**src/rtl/calc_result_display_if.sv**
```systemverilog
`default_nettype none
// ============================================================================
// Module      : calc_result_display_if
// Description : Bundles the calculator result inputs and the seven-segment
//               display outputs of calc_result_display.
// Revision    : 1.0 - initial release
// ============================================================================
interface calc_result_display_if #(
   parameter int N = 4
);
   logic         start;
   logic [1:0]   op_sel;
   logic [N-1:0] r;
   logic         cout;
   logic [N-1:0] quotient;
   logic         error_div;
   logic [N-1:0] remainder_mod;
   logic         error_mod;
   logic [6:0]   seg;
   logic [1:0]   an;
   logic         busy;
   logic         valid;

   // Calculator side: drives operands/results, observes the display
   modport master (
      output start, op_sel, r, cout, quotient, error_div, remainder_mod, error_mod,
      input  seg, an, busy, valid
   );

   // Display stage side
   modport slave (
      input  start, op_sel, r, cout, quotient, error_div, remainder_mod, error_mod,
      output seg, an, busy, valid
   );
endinterface
`default_nettype wire

```
**src/rtl/calc_result_display.sv**
```systemverilog
`default_nettype none
// ============================================================================
// Module      : calc_result_display
// Description : Captures the selected calculator result/flag on a start
//               strobe and shows it on a 2-digit multiplexed active-low
//               seven-segment display (digit 0 = result, digit 1 = flag).
// Revision    : 1.0 - initial release
// ============================================================================
module calc_result_display #(
   parameter int N           = 4,
   parameter int REFRESH_DIV = 50000
) (
   input  wire                  clk,
   input  wire                  rst,
   calc_result_display_if.slave bus
);

   localparam int         c_CNT_W  = (REFRESH_DIV > 1) ? $clog2(REFRESH_DIV) : 1;
   localparam logic [6:0] c_BLANK  = 7'b1111111;
   localparam logic [6:0] c_DASH   = 7'b0111111;
   localparam logic [6:0] c_E      = 7'b0000110;
   localparam logic [6:0] c_ONE    = 7'b1111001;
   localparam logic [6:0] c_ZERO   = 7'b1000000;

   typedef enum logic [1:0] {
      IDLE  = 2'd0,
      LATCH = 2'd1,
      SHOW  = 2'd2
   } state_t;

   state_t           r_state;
   state_t           w_next;
   logic [N-1:0]     r_result;
   logic             r_flag;
   logic             r_err;
   logic             r_is_sub;
   logic [c_CNT_W-1:0] r_cnt;
   logic             r_sel;
   logic [6:0]       r_seg;
   logic [1:0]       r_an;
   logic             r_busy;
   logic             r_valid;
   logic [6:0]       w_seg_d;
   logic [1:0]       w_an_d;
   logic [6:0]       w_hex_glyph;
   logic [3:0]       w_hex;

   // Standard hex glyphs, active low, bit 0 = segment a
   function automatic logic [6:0] hex_glyph(input logic [3:0] v);
      case (v)
         4'h0: hex_glyph = 7'b1000000;
         4'h1: hex_glyph = 7'b1111001;
         4'h2: hex_glyph = 7'b0100100;
         4'h3: hex_glyph = 7'b0110000;
         4'h4: hex_glyph = 7'b0011001;
         4'h5: hex_glyph = 7'b0010010;
         4'h6: hex_glyph = 7'b0000010;
         4'h7: hex_glyph = 7'b1111000;
         4'h8: hex_glyph = 7'b0000000;
         4'h9: hex_glyph = 7'b0010000;
         4'hA: hex_glyph = 7'b0001000;
         4'hB: hex_glyph = 7'b0000011;
         4'hC: hex_glyph = 7'b1000110;
         4'hD: hex_glyph = 7'b0100001;
         4'hE: hex_glyph = 7'b0000110;
         default: hex_glyph = 7'b0001110;
      endcase
   endfunction

   // State register
   always_ff @(posedge clk or posedge rst) begin
      if (rst) r_state <= IDLE;
      else     r_state <= w_next;
   end

   // Next-state logic and the display word that will be registered next edge
   always_comb begin
      w_next      = r_state;
      w_hex       = 4'(r_result);
      w_hex_glyph = hex_glyph(w_hex);
      w_seg_d     = c_BLANK;
      w_an_d      = 2'b11;
      case (r_state)
         IDLE:    if (bus.start) w_next = LATCH;
         LATCH:   w_next = SHOW;
         SHOW: begin
            if (bus.start) w_next = LATCH;
            if (!r_sel) begin
               w_an_d  = 2'b10;
               w_seg_d = r_err ? c_DASH : w_hex_glyph;
            end else begin
               w_an_d = 2'b01;
               if (r_err)         w_seg_d = c_E;
               else if (r_is_sub) w_seg_d = r_flag ? c_ONE : c_ZERO;
               else               w_seg_d = c_BLANK;
            end
         end
         default: w_next = IDLE;
      endcase
   end

   // Capture the selected operation's result and status in LATCH only
   always_ff @(posedge clk or posedge rst) begin
      if (rst) begin
         r_result <= '0;
         r_flag   <= 1'b0;
         r_err    <= 1'b0;
         r_is_sub <= 1'b0;
      end else if (r_state == LATCH) begin
         case (bus.op_sel)
            2'b01: begin
               r_result <= bus.quotient;
               r_flag   <= 1'b0;
               r_err    <= bus.error_div;
               r_is_sub <= 1'b0;
            end
            2'b10: begin
               r_result <= bus.remainder_mod;
               r_flag   <= 1'b0;
               r_err    <= bus.error_mod;
               r_is_sub <= 1'b0;
            end
            default: begin
               r_result <= bus.r;
               r_flag   <= bus.cout;
               r_err    <= 1'b0;
               r_is_sub <= 1'b1;
            end
         endcase
      end
   end

   // Refresh counter and digit select: restart on capture, run while showing
   always_ff @(posedge clk or posedge rst) begin
      if (rst) begin
         r_cnt <= '0;
         r_sel <= 1'b0;
      end else if (r_state == LATCH) begin
         r_cnt <= '0;
         r_sel <= 1'b0;
      end else if (r_state == SHOW) begin
         if (r_cnt == c_CNT_W'(REFRESH_DIV - 1)) begin
            r_cnt <= '0;
            r_sel <= ~r_sel;
         end else begin
            r_cnt <= r_cnt + 1'b1;
         end
      end
   end

   // Registered outputs: glyph and anode update together on the same edge
   always_ff @(posedge clk or posedge rst) begin
      if (rst) begin
         r_seg   <= c_BLANK;
         r_an    <= 2'b11;
         r_busy  <= 1'b0;
         r_valid <= 1'b0;
      end else begin
         r_seg   <= w_seg_d;
         r_an    <= w_an_d;
         r_busy  <= (w_next == LATCH);
         r_valid <= (r_state == SHOW);
      end
   end

   assign bus.seg   = r_seg;
   assign bus.an    = r_an;
   assign bus.busy  = r_busy;
   assign bus.valid = r_valid;

endmodule
`default_nettype wire
```
**src/flat_wrapper.sv**
```systemverilog
// flat-port wrapper written by rule: the top's interface ports become plain ports
module calc_result_display_flat 
#(
   parameter int N           = 4,
   parameter int REFRESH_DIV = 50000
)
  (clk, rst, bus_start, bus_op_sel, bus_r, bus_cout, bus_quotient, bus_error_div, bus_remainder_mod, bus_error_mod, bus_seg, bus_an, bus_busy, bus_valid);
  calc_result_display_if #(.N(N)) bus_i ();
  input  wire clk;
  input  wire rst;
  input wire logic [$bits(bus_i.start)-1:0] bus_start;
  input wire logic [$bits(bus_i.op_sel)-1:0] bus_op_sel;
  input wire logic [$bits(bus_i.r)-1:0] bus_r;
  input wire logic [$bits(bus_i.cout)-1:0] bus_cout;
  input wire logic [$bits(bus_i.quotient)-1:0] bus_quotient;
  input wire logic [$bits(bus_i.error_div)-1:0] bus_error_div;
  input wire logic [$bits(bus_i.remainder_mod)-1:0] bus_remainder_mod;
  input wire logic [$bits(bus_i.error_mod)-1:0] bus_error_mod;
  output wire logic [$bits(bus_i.seg)-1:0] bus_seg;
  output wire logic [$bits(bus_i.an)-1:0] bus_an;
  output wire logic [$bits(bus_i.busy)-1:0] bus_busy;
  output wire logic [$bits(bus_i.valid)-1:0] bus_valid;
  assign bus_i.start = bus_start;
  assign bus_i.op_sel = bus_op_sel;
  assign bus_i.r = bus_r;
  assign bus_i.cout = bus_cout;
  assign bus_i.quotient = bus_quotient;
  assign bus_i.error_div = bus_error_div;
  assign bus_i.remainder_mod = bus_remainder_mod;
  assign bus_i.error_mod = bus_error_mod;
  assign bus_seg = bus_i.seg;
  assign bus_an = bus_i.an;
  assign bus_busy = bus_i.busy;
  assign bus_valid = bus_i.valid;
  calc_result_display #(.N(N), .REFRESH_DIV(REFRESH_DIV)) u_core (.clk(clk), .rst(rst), .bus(bus_i));
endmodule
```
**config.mk**
```make
export PLATFORM = sky130hd
export DESIGN_NAME = calc_result_display_flat
export DESIGN_NICKNAME = d
export VERILOG_FILES = /design/src/rtl/calc_result_display_if.sv /design/src/rtl/calc_result_display.sv /design/src/flat_wrapper.sv
export SDC_FILE = /design/constraint.sdc
export NUM_CORES = 1
export LEC_CHECK = 0
export CAP_MARGIN = 0
export CELL_PAD_IN_SITES_DETAIL_PLACEMENT = 1
export CELL_PAD_IN_SITES_GLOBAL_PLACEMENT = 1
export CORE_ASPECT_RATIO = 0.75
export CORE_UTILIZATION = 41
export DETAILED_ROUTE_END_ITERATION = 10
export PLACE_DENSITY_LB_ADDON = 0.1
export SKIP_CTS_REPAIR_TIMING = 1
export SYNTH_ARGS = -nofsm -noshare
export SYNTH_HDL_FRONTEND = slang
export SYNTH_SLANG_ARGS = --single-unit
```
**constraint.sdc**
```tcl
create_clock -name clk -period 2.2 [get_ports clk]
set_input_delay 0.22 -clock clk [delete_from_list [all_inputs] [get_ports clk]]
set_output_delay 0.22 -clock clk [all_outputs]
set_load 0.01 [all_outputs]
```
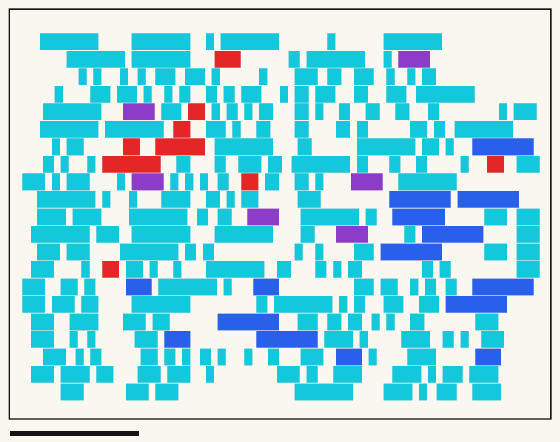
drive_strength.png
Bar = 20 um.
red -> drive 3 to 4  # cells 9, share 3.6%
blue -> drive 2  # cells 15, share 6.0%
cyan -> drive 1 or less  # cells 219, share 88%
purple -> drive 6 and up  # cells 6, share 2.4%
final setup margin: 0.1276 ns
Area growth syn-to-layout: 23.73%

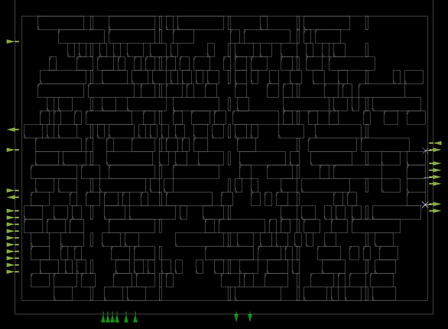
final_placement.png
number of filler instances in the final layout: 525
Core Box Area: 4651 um2

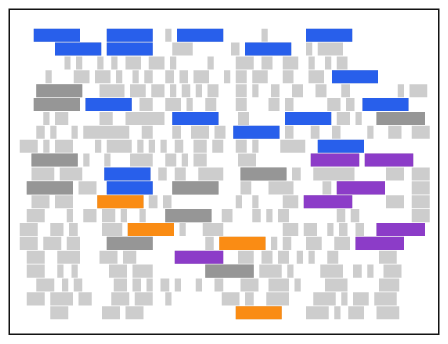
registers.png
Other sequential cells in the stronger grey, the rest of the logic in the fainter grey.
orange -> u_core.r_result  # flops 4
purple -> u_core.bus.seg  # flops 7, where right middle
blue -> u_core.r_cnt  # flops 16
Final Util: 54.86%
Seq area share: 36.73%
power in sequential cells: 1.18 mW

==> summary.log <==
[outcome] status complete, but fails checks
[outcome] violations in the final reports DRC
[clock_network] number of H-tree levels 2
[yosys] Synth Area in Compound Gates 13.41%
[floorplan] Die Span Y 63.42 um
[power_and_ir_drop] power density of the placed cells 1157 nW/um2
[clock_network] Clk Tree Root Cell clkbuf_8
[power_and_ir_drop] power drawn by the combinational cells 1.28 mW
[run] count of tool warnings 36
[routing] sum of met2 wire segment lengths after detailed routing 2124 um
[routing] uppermost layer routed met4
[setup_path] Req. time, crit path 2.41 ns
[power_and_ir_drop] Top pwr grp combinational cells
[clock_network] Clock Sink Count 37
[yosys] fraction of registers with async set/reset 100.0%
[power_and_ir_drop] Switch Pwr 1.116 mW
[yosys] top area cells in the synthesized netlist dfrtp_1 34%, dfstp_2 11%, ha_1 8.5%
[power_and_ir_drop] fraction of power spent switching nets 37.83%
[global_routing] number of antenna violations at the first check in global routing 0
[yosys] basic-gate share of the synthesized area counting and, or, nand and nor cells 18.99%
[global_routing] global-route wire length before repair 8349 um
[routing] total DRC errors in the routed layout 6
[global_routing] overflow left after global routing 0
[global_routing] global-route met2 utilization 31.35%
[power_and_ir_drop] fraction of power consumed by sequential logic 40.1%
[routing] Metal-1 WL 2429 um
[setup_path] arrival time at the worst endpoint 2.29 ns
[floorplan] number of placed I/O pins 31
[power_and_ir_drop] part of the power in the clock network 16.5%
[yosys] Mapped Nets 247
[yosys] Syn Inst Count 213
[layout] most common logic cell in the routed design clkdlybuf4s50_1
[floorplan] fraction of the core area occupied by cells at floorplan 44.34%
[yosys] top cells by count, synth 28 x dfrtp_1, 22 x nor2_1, 17 x inv_1, 17 x o21ai_0, 16 x nand2_1
[yosys] Adder Share, Synth 8.495%
[timing] final count of hold timing violations 0
[yosys] number of distinct library cell variants in the gate-level netlist after synthesis 39
[yosys] summed standard-cell area reported by yosys 2062 um2
[setup_path] critical path buffer and inverter count 1
[timing] Slew headroom 64.48%
[timing] ratio of final minimum period to clock period 94.20%
[yosys] Top logic family simple AND/OR/NAND/NOR gates
[yosys] flip-flops with a built-in enable 0
[routing] Initial DRC Count 70
[setup_path] startpoint of the worst-slack reg-to-reg timing path u_core.r_state[0]
[power_and_ir_drop] Total Power 2.952 mW
[power_and_ir_drop] combinational cell fraction of total power 43.4%
[routing] met3 wirelength from detailed routing 206 um
[clock_network] Num CTS Buffers 5
[layout] number of flip-flops in the largest register 16
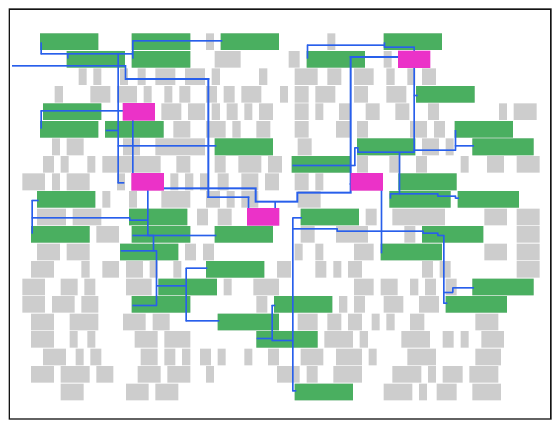
clock_map.png
green -> flip-flops  # count 37
magenta -> cells driving clock nets  # count 5
blue -> clock wires  # length 503 um
routed clock nets = 6
flops lie = all over the die
Clock Skews: 0.003069 ns
power of the clock network: 488 uW

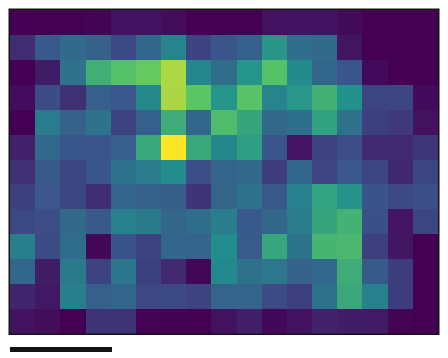
wire_density.png
Bar = 20 um. 17 x 13 tiles, from dark purple (low) to yellow (high), scaled to the fullest tile. Values are wire area over tile area, all layers added.
mean over tiles = 0.14
emptiest ninth of the die = top right
fullest tile = 0.51
tiles over half the peak = 14%
nearly empty tiles = 12%
total wire length: 4798 um
via count: 1689
total global routing track utilization: 19.99%
average detailed-routed wire length per instance: 15.68 um

==> area by class of cell <==
| cell class | count | area [um2] | area share [%] |
|---|---|---|---|
| clock buffers | 8 | 90.09 | 3.531 |
| inverters | 17 | 63.81 | 2.501 |
| multi-input cells | 151 | 1044 | 40.90 |
| flip-flops and latches | 37 | 937.1 | 36.73 |
| well taps | 57 | 71.32 | 2.795 |
| repair buffers | 36 | 345.3 | 13.54 |
==> worst paths after layout <==
path / endpoint / slack, ns / depth (start not counted)
setup / recovery: u_core.r_cnt[13] / 0.13 / 6
hold / removal: u_core.r_sel / 0.35 / 3
setup reg to reg: u_core.r_cnt[13] / 0.13 / 6
hold reg to reg: u_core.r_flag / 0.54 / 2
max in group asynchronous: u_core.bus.seg[6] / 1.49 / 3
min in group clk: u_core.r_flag / 0.53 / 3
Power figures rest on the tool's default switching activity, not on a simulated workload.
